File: src/rtl/mem_stage.sv
// Memory-access stage between EX/MEM and MEM/WB: ALU pass-through, or a req/gnt/rvalid
// bus transaction with store lane alignment and load extraction. Optional: MEM_MISALIGN_CHK_EN.
module mem_stage #(
  parameter int REG_ADDR_W = 5,
  parameter int DATA_W     = 32
) (
  input  logic                  clk,
  input  logic                  rst_n,
  input  logic [DATA_W-1:0]     ex_mem_reg_op_c_i,
  input  logic [REG_ADDR_W-1:0] ex_mem_reg_reg_waddr_i,
  input  logic                  ex_mem_reg_reg_we_i,
  input  logic                  ex_mem_reg_mem_req_i,
  input  logic                  ex_mem_reg_mem_we_i,
  input  logic [1:0]            ex_mem_reg_mem_size_i,
  input  logic                  ex_mem_reg_mem_uns_i,
  input  logic [DATA_W-1:0]     ex_mem_reg_mem_wdata_i,
  output logic                  data_req_o,
  input  logic                  data_gnt_i,
  output logic [DATA_W-1:0]     data_addr_o,
  output logic                  data_we_o,
  output logic [3:0]            data_be_o,
  output logic [DATA_W-1:0]     data_wdata_o,
  input  logic                  data_rvalid_i,
  input  logic [DATA_W-1:0]     data_rdata_i,
  output logic [DATA_W-1:0]     mem_reg_wdata_o,
  output logic [REG_ADDR_W-1:0] mem_reg_waddr_o,
  output logic                  mem_reg_we_o,
  output logic                  mem_stall_o,
  output logic                  mem_misalign_o
);

  typedef enum logic [1:0] {IDLE, REQ, RESP} state_t;

  state_t              state_q, state_d;
  logic [1:0]          addr_lsb;
  logic [1:0]          lane_off;
  logic                misalign;
  logic [DATA_W-1:0]   rdata_sh;
  logic [DATA_W-1:0]   load_data;

  assign addr_lsb = ex_mem_reg_op_c_i[1:0];

  // Lane offset forces the bits a half/word access cannot legally use to zero.
  always_comb begin
    // NOTE: every combinational output gets a default first so no path infers a latch.
    lane_off = 2'b00;
    case (ex_mem_reg_mem_size_i)
      2'b00:   lane_off = addr_lsb;
      2'b01:   lane_off = {addr_lsb[1], 1'b0};
      default: lane_off = 2'b00;
    endcase
  end

`ifdef MEM_MISALIGN_CHK_EN
  assign misalign = ex_mem_reg_mem_req_i &
                    (((ex_mem_reg_mem_size_i == 2'b01) && addr_lsb[0]) ||
                     (ex_mem_reg_mem_size_i[1] && (addr_lsb != 2'b00)));
`else
  assign misalign = 1'b0;
`endif

  // Bus fields follow EX/MEM directly; EX/MEM is frozen while stalled, so they stay stable.
  assign data_addr_o = {ex_mem_reg_op_c_i[DATA_W-1:2], 2'b00};
  assign data_we_o   = ex_mem_reg_mem_we_i;

  always_comb begin
    data_be_o    = 4'hF;
    data_wdata_o = ex_mem_reg_mem_wdata_i;
    case (ex_mem_reg_mem_size_i)
      2'b00: begin
        data_be_o    = 4'b0001 << lane_off;
        data_wdata_o = {4{ex_mem_reg_mem_wdata_i[7:0]}};
      end
      2'b01: begin
        data_be_o    = 4'b0011 << lane_off;
        data_wdata_o = {2{ex_mem_reg_mem_wdata_i[15:0]}};
      end
      default: ;
    endcase
  end

  assign rdata_sh = data_rdata_i >> {lane_off, 3'b000};

  always_comb begin
    load_data = rdata_sh;
    case (ex_mem_reg_mem_size_i)
      2'b00:   load_data = {{24{~ex_mem_reg_mem_uns_i & rdata_sh[7]}}, rdata_sh[7:0]};
      2'b01:   load_data = {{16{~ex_mem_reg_mem_uns_i & rdata_sh[15]}}, rdata_sh[15:0]};
      default: load_data = data_rdata_i;
    endcase
  end

  always_ff @(posedge clk or negedge rst_n) begin
    // NOTE: sequential state uses non-blocking assignment so all flops update together.
    if (!rst_n) state_q <= IDLE;
    else        state_q <= state_d;
  end

  assign mem_reg_waddr_o = ex_mem_reg_reg_waddr_i;

  always_comb begin
    state_d         = state_q;
    data_req_o      = 1'b0;
    mem_stall_o     = 1'b0;
    mem_reg_we_o    = 1'b0;
    mem_reg_wdata_o = ex_mem_reg_op_c_i;
    mem_misalign_o  = 1'b0;
    case (state_q)
      IDLE: begin
        if (!ex_mem_reg_mem_req_i) begin
          mem_reg_we_o = ex_mem_reg_reg_we_i;
        end else if (misalign) begin
          mem_misalign_o = 1'b1;
        end else begin
          data_req_o = 1'b1;
          if (data_gnt_i && ex_mem_reg_mem_we_i) begin
            state_d = IDLE;
          end else begin
            mem_stall_o = 1'b1;
            state_d     = data_gnt_i ? RESP : REQ;
          end
        end
      end
      REQ: begin
        data_req_o  = 1'b1;
        mem_stall_o = 1'b1;
        if (data_gnt_i) begin
          if (ex_mem_reg_mem_we_i) begin
            mem_stall_o = 1'b0;
            state_d     = IDLE;
          end else begin
            state_d = RESP;
          end
        end
      end
      RESP: begin
        mem_stall_o = 1'b1;
        if (data_rvalid_i) begin
          mem_stall_o     = 1'b0;
          mem_reg_we_o    = ex_mem_reg_reg_we_i;
          mem_reg_wdata_o = load_data;
          state_d         = IDLE;
        end
      end
      default: state_d = IDLE;
    endcase
  end

endmodule

File: config.mk
export PLATFORM = sky130hd
export DESIGN_NAME = mem_stage
export DESIGN_NICKNAME = d
export VERILOG_FILES = /design/src/rtl/mem_stage.sv
export SDC_FILE = /design/constraint.sdc
export NUM_CORES = 1
export LEC_CHECK = 0
export ABC_AREA = 0
export CAP_MARGIN = 20
export CORE_MARGIN = 5
export CORE_UTILIZATION = 26
export DETAILED_ROUTE_END_ITERATION = 10
export PLACE_DENSITY = 0.83
export SLEW_MARGIN = 20
export SYNTH_ARGS = -nofsm -noshare
export SYNTH_HDL_FRONTEND = slang
export SYNTH_SLANG_ARGS = --single-unit
File: constraint.sdc
create_clock -name clk -period 2.2 [get_ports clk]
set_input_delay 0.44 -clock clk [delete_from_list [all_inputs] [get_ports clk]]
set_output_delay 0.44 -clock clk [all_outputs]
set_load 0.02 [all_outputs]
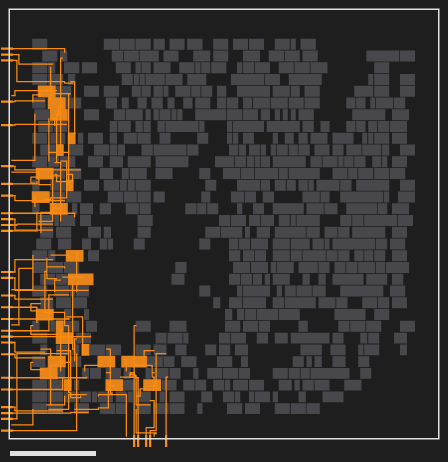
Fig. 1. Wires at chosen ports, followed through buffers.
Bar = 20 um.
[orange] data_wdata_o | direction: output | edge: 27 left, 5 bottom | end cells: 24 | wire: 1020 um

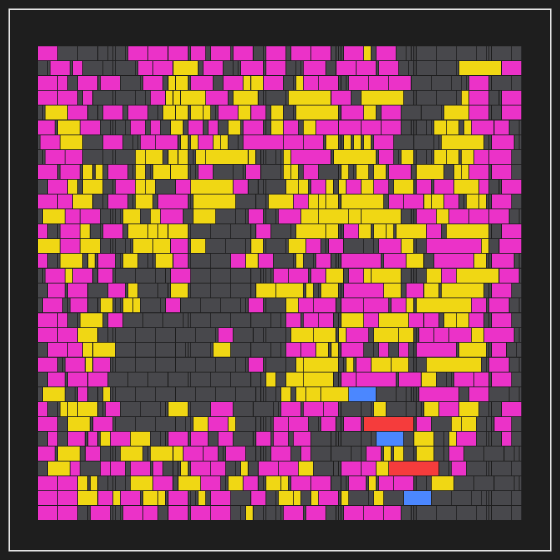
Fig. 2. Cell classes on the final placement.
Fill, decap, tap and diode cells in grey.
[red] flip-flops | cells: 2 | share of their area: 1.0%
[blue] cells driving clock nets | cells: 3 | share of their area: 0.86%
[yellow] all other logic | cells: 235 | share of their area: 40%
[magenta] other buffers and delay cells | cells: 301 | share of their area: 59%

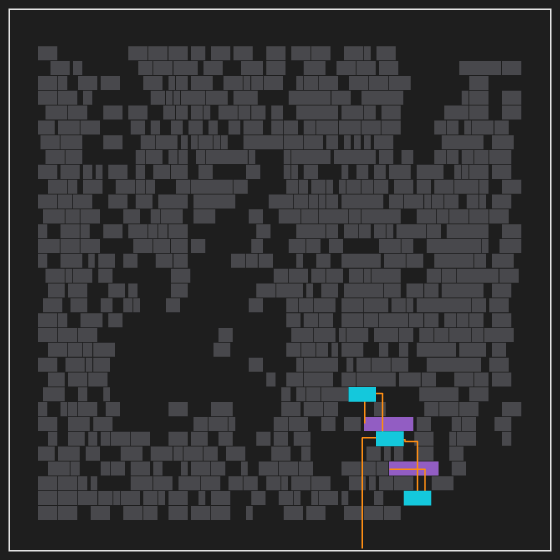
Fig. 3. Clock wires, drivers and flops.
[orange] clock wires | length: 72.8 um
[purple] flip-flops | count: 2
[cyan] cells driving clock nets | count: 3
routed clock nets: 4

==> qor.yml <==
cap_violations: 0
muxShareOfSynthArea: 0.146
status: "finished with violations"
setup_viol: 33
instances_no_fill: 643
synthAoiAreaFrac: 0.342
std_cell_rows: 32
ys_sh_xor: 0
first_pass_iters: 4
drt.antenna.violating_nets: 0
clockNetworkAreaShare: 0.00836
holdWs_ps: 399
mi_logic_area_um2: 1900
sh_seq_area: 0.0101
critical_path.top_delay_family: "simple AND/OR/NAND/NOR gates"
largest_reg_flops: 2
path_max_fanout: 6
comb_cells: 233
violations: "setup timing"
crit_arrival_ps: 2010
port_buffers: 207
setup_slack_ps: -248
clock-root-buffer: "clkbuf_8"
finalCritPeriodShare: 1.11
report.final.slew_viol_count: 0
cp_cell_sequence: "buf_8, buf_6, or3b_4, or3_4, nand3_4, buf_12, buf_12, o31ai_2, buf_2"
placedCellCount: 615
ys_cells: 310
dp_hpwl_um: 9130
slowest_delay_ps: 360
antenna_found_initial: 0
cts_setup_buffers: 14
rsz0062_at_grt: "yes"
preCtsSetupSlack_ps: -1020
core_um2: 7730
pin_count: 221
grt_max_degree: 31
largest_cell_class: "non-clock buffers"
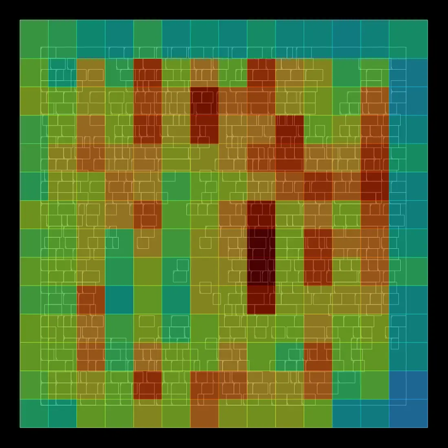
Fig. 4. Track usage over the die.
Most Used Layer, Global Route: met2
GRT met3 Usage: 0.0594
Tot GR Track Use: 0.222
Util after Layout: 0.639
DR WL/cell: 18.8 um

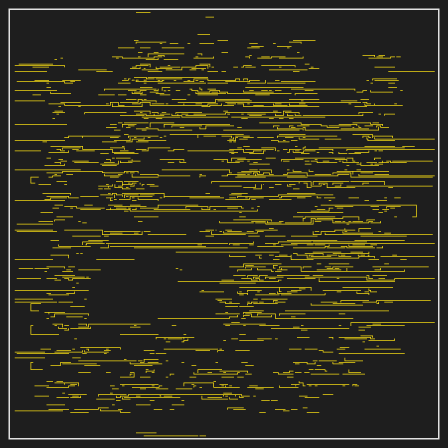
Fig. 5. Metal 1.
main direction: horizontal
share of all routed wire: 37%

## power by group
group          total [mW]  switching, mW  internal, mW
registers          0.0420        0.00140        0.0406
clock network       0.142         0.0267         0.115
logic                1.29          0.619         0.670
total                1.47          0.647         0.826
## path summary, 6_finish.rpt
path,slack [ps],startpoint,endpoint,cells after the start
worst max-delay path,-250,ex_mem_reg_mem_size_i[0],mem_reg_wdata_o[17],9
worst min-delay path,400,rst_n,state_q[1]$_DFFE_PN0P_,1
worst max register to register,1070,state_q[0]$_DFFE_PN0P_,state_q[1]$_DFFE_PN0P_,3
worst min register to register,670,state_q[0]$_DFFE_PN0P_,state_q[0]$_DFFE_PN0P_,3
max in group asynchronous,1680,rst_n,state_q[0]$_DFFE_PN0P_,1
min in group clk,660,data_rvalid_i,state_q[1]$_DFFE_PN0P_,4
## synth_stat cells, drive strengths merged (2+ instances only)
library cell	instances	share of area
o211ai	8	0.029
a32oi	3	0.013
o41ai	2	0.0085
inv	2	0.0036
o22a	6	0.025
dfrtp	2	0.024
a2bb2oi	2	0.0085
mux2i	12	0.058
mux2	16	0.087
or3b	2	0.0085
a32o	4	0.019
or3	2	0.0085
buf	57	0.20
o21ai	20	0.049
a21oi	12	0.029
and2	17	0.052
o221ai	3	0.013
o22ai	16	0.049
and3b	2	0.0085
nor2b	4	0.012
clkbuf	18	0.033
o21bai	2	0.0073
nor2	24	0.044
nand2b	9	0.027
and3	3	0.0091
o31ai	17	0.064
a21o	3	0.011
nand2	32	0.058
## metal layers
layer	GRT usage	routed length, um
met4	0.0620	272
met5	0	0
met3	0.0594	977
met2	0.421	6420
met1	0.238	4420
## kinds of logic after synthesis
group / count (synthesis)
multiplexers: 28
buffers and inverters: 77
AND/OR/NAND/NOR: 100
flip-flops: 2
other: 1
AND-OR/OR-AND: 102
Power and IR drop assume default switching activity.
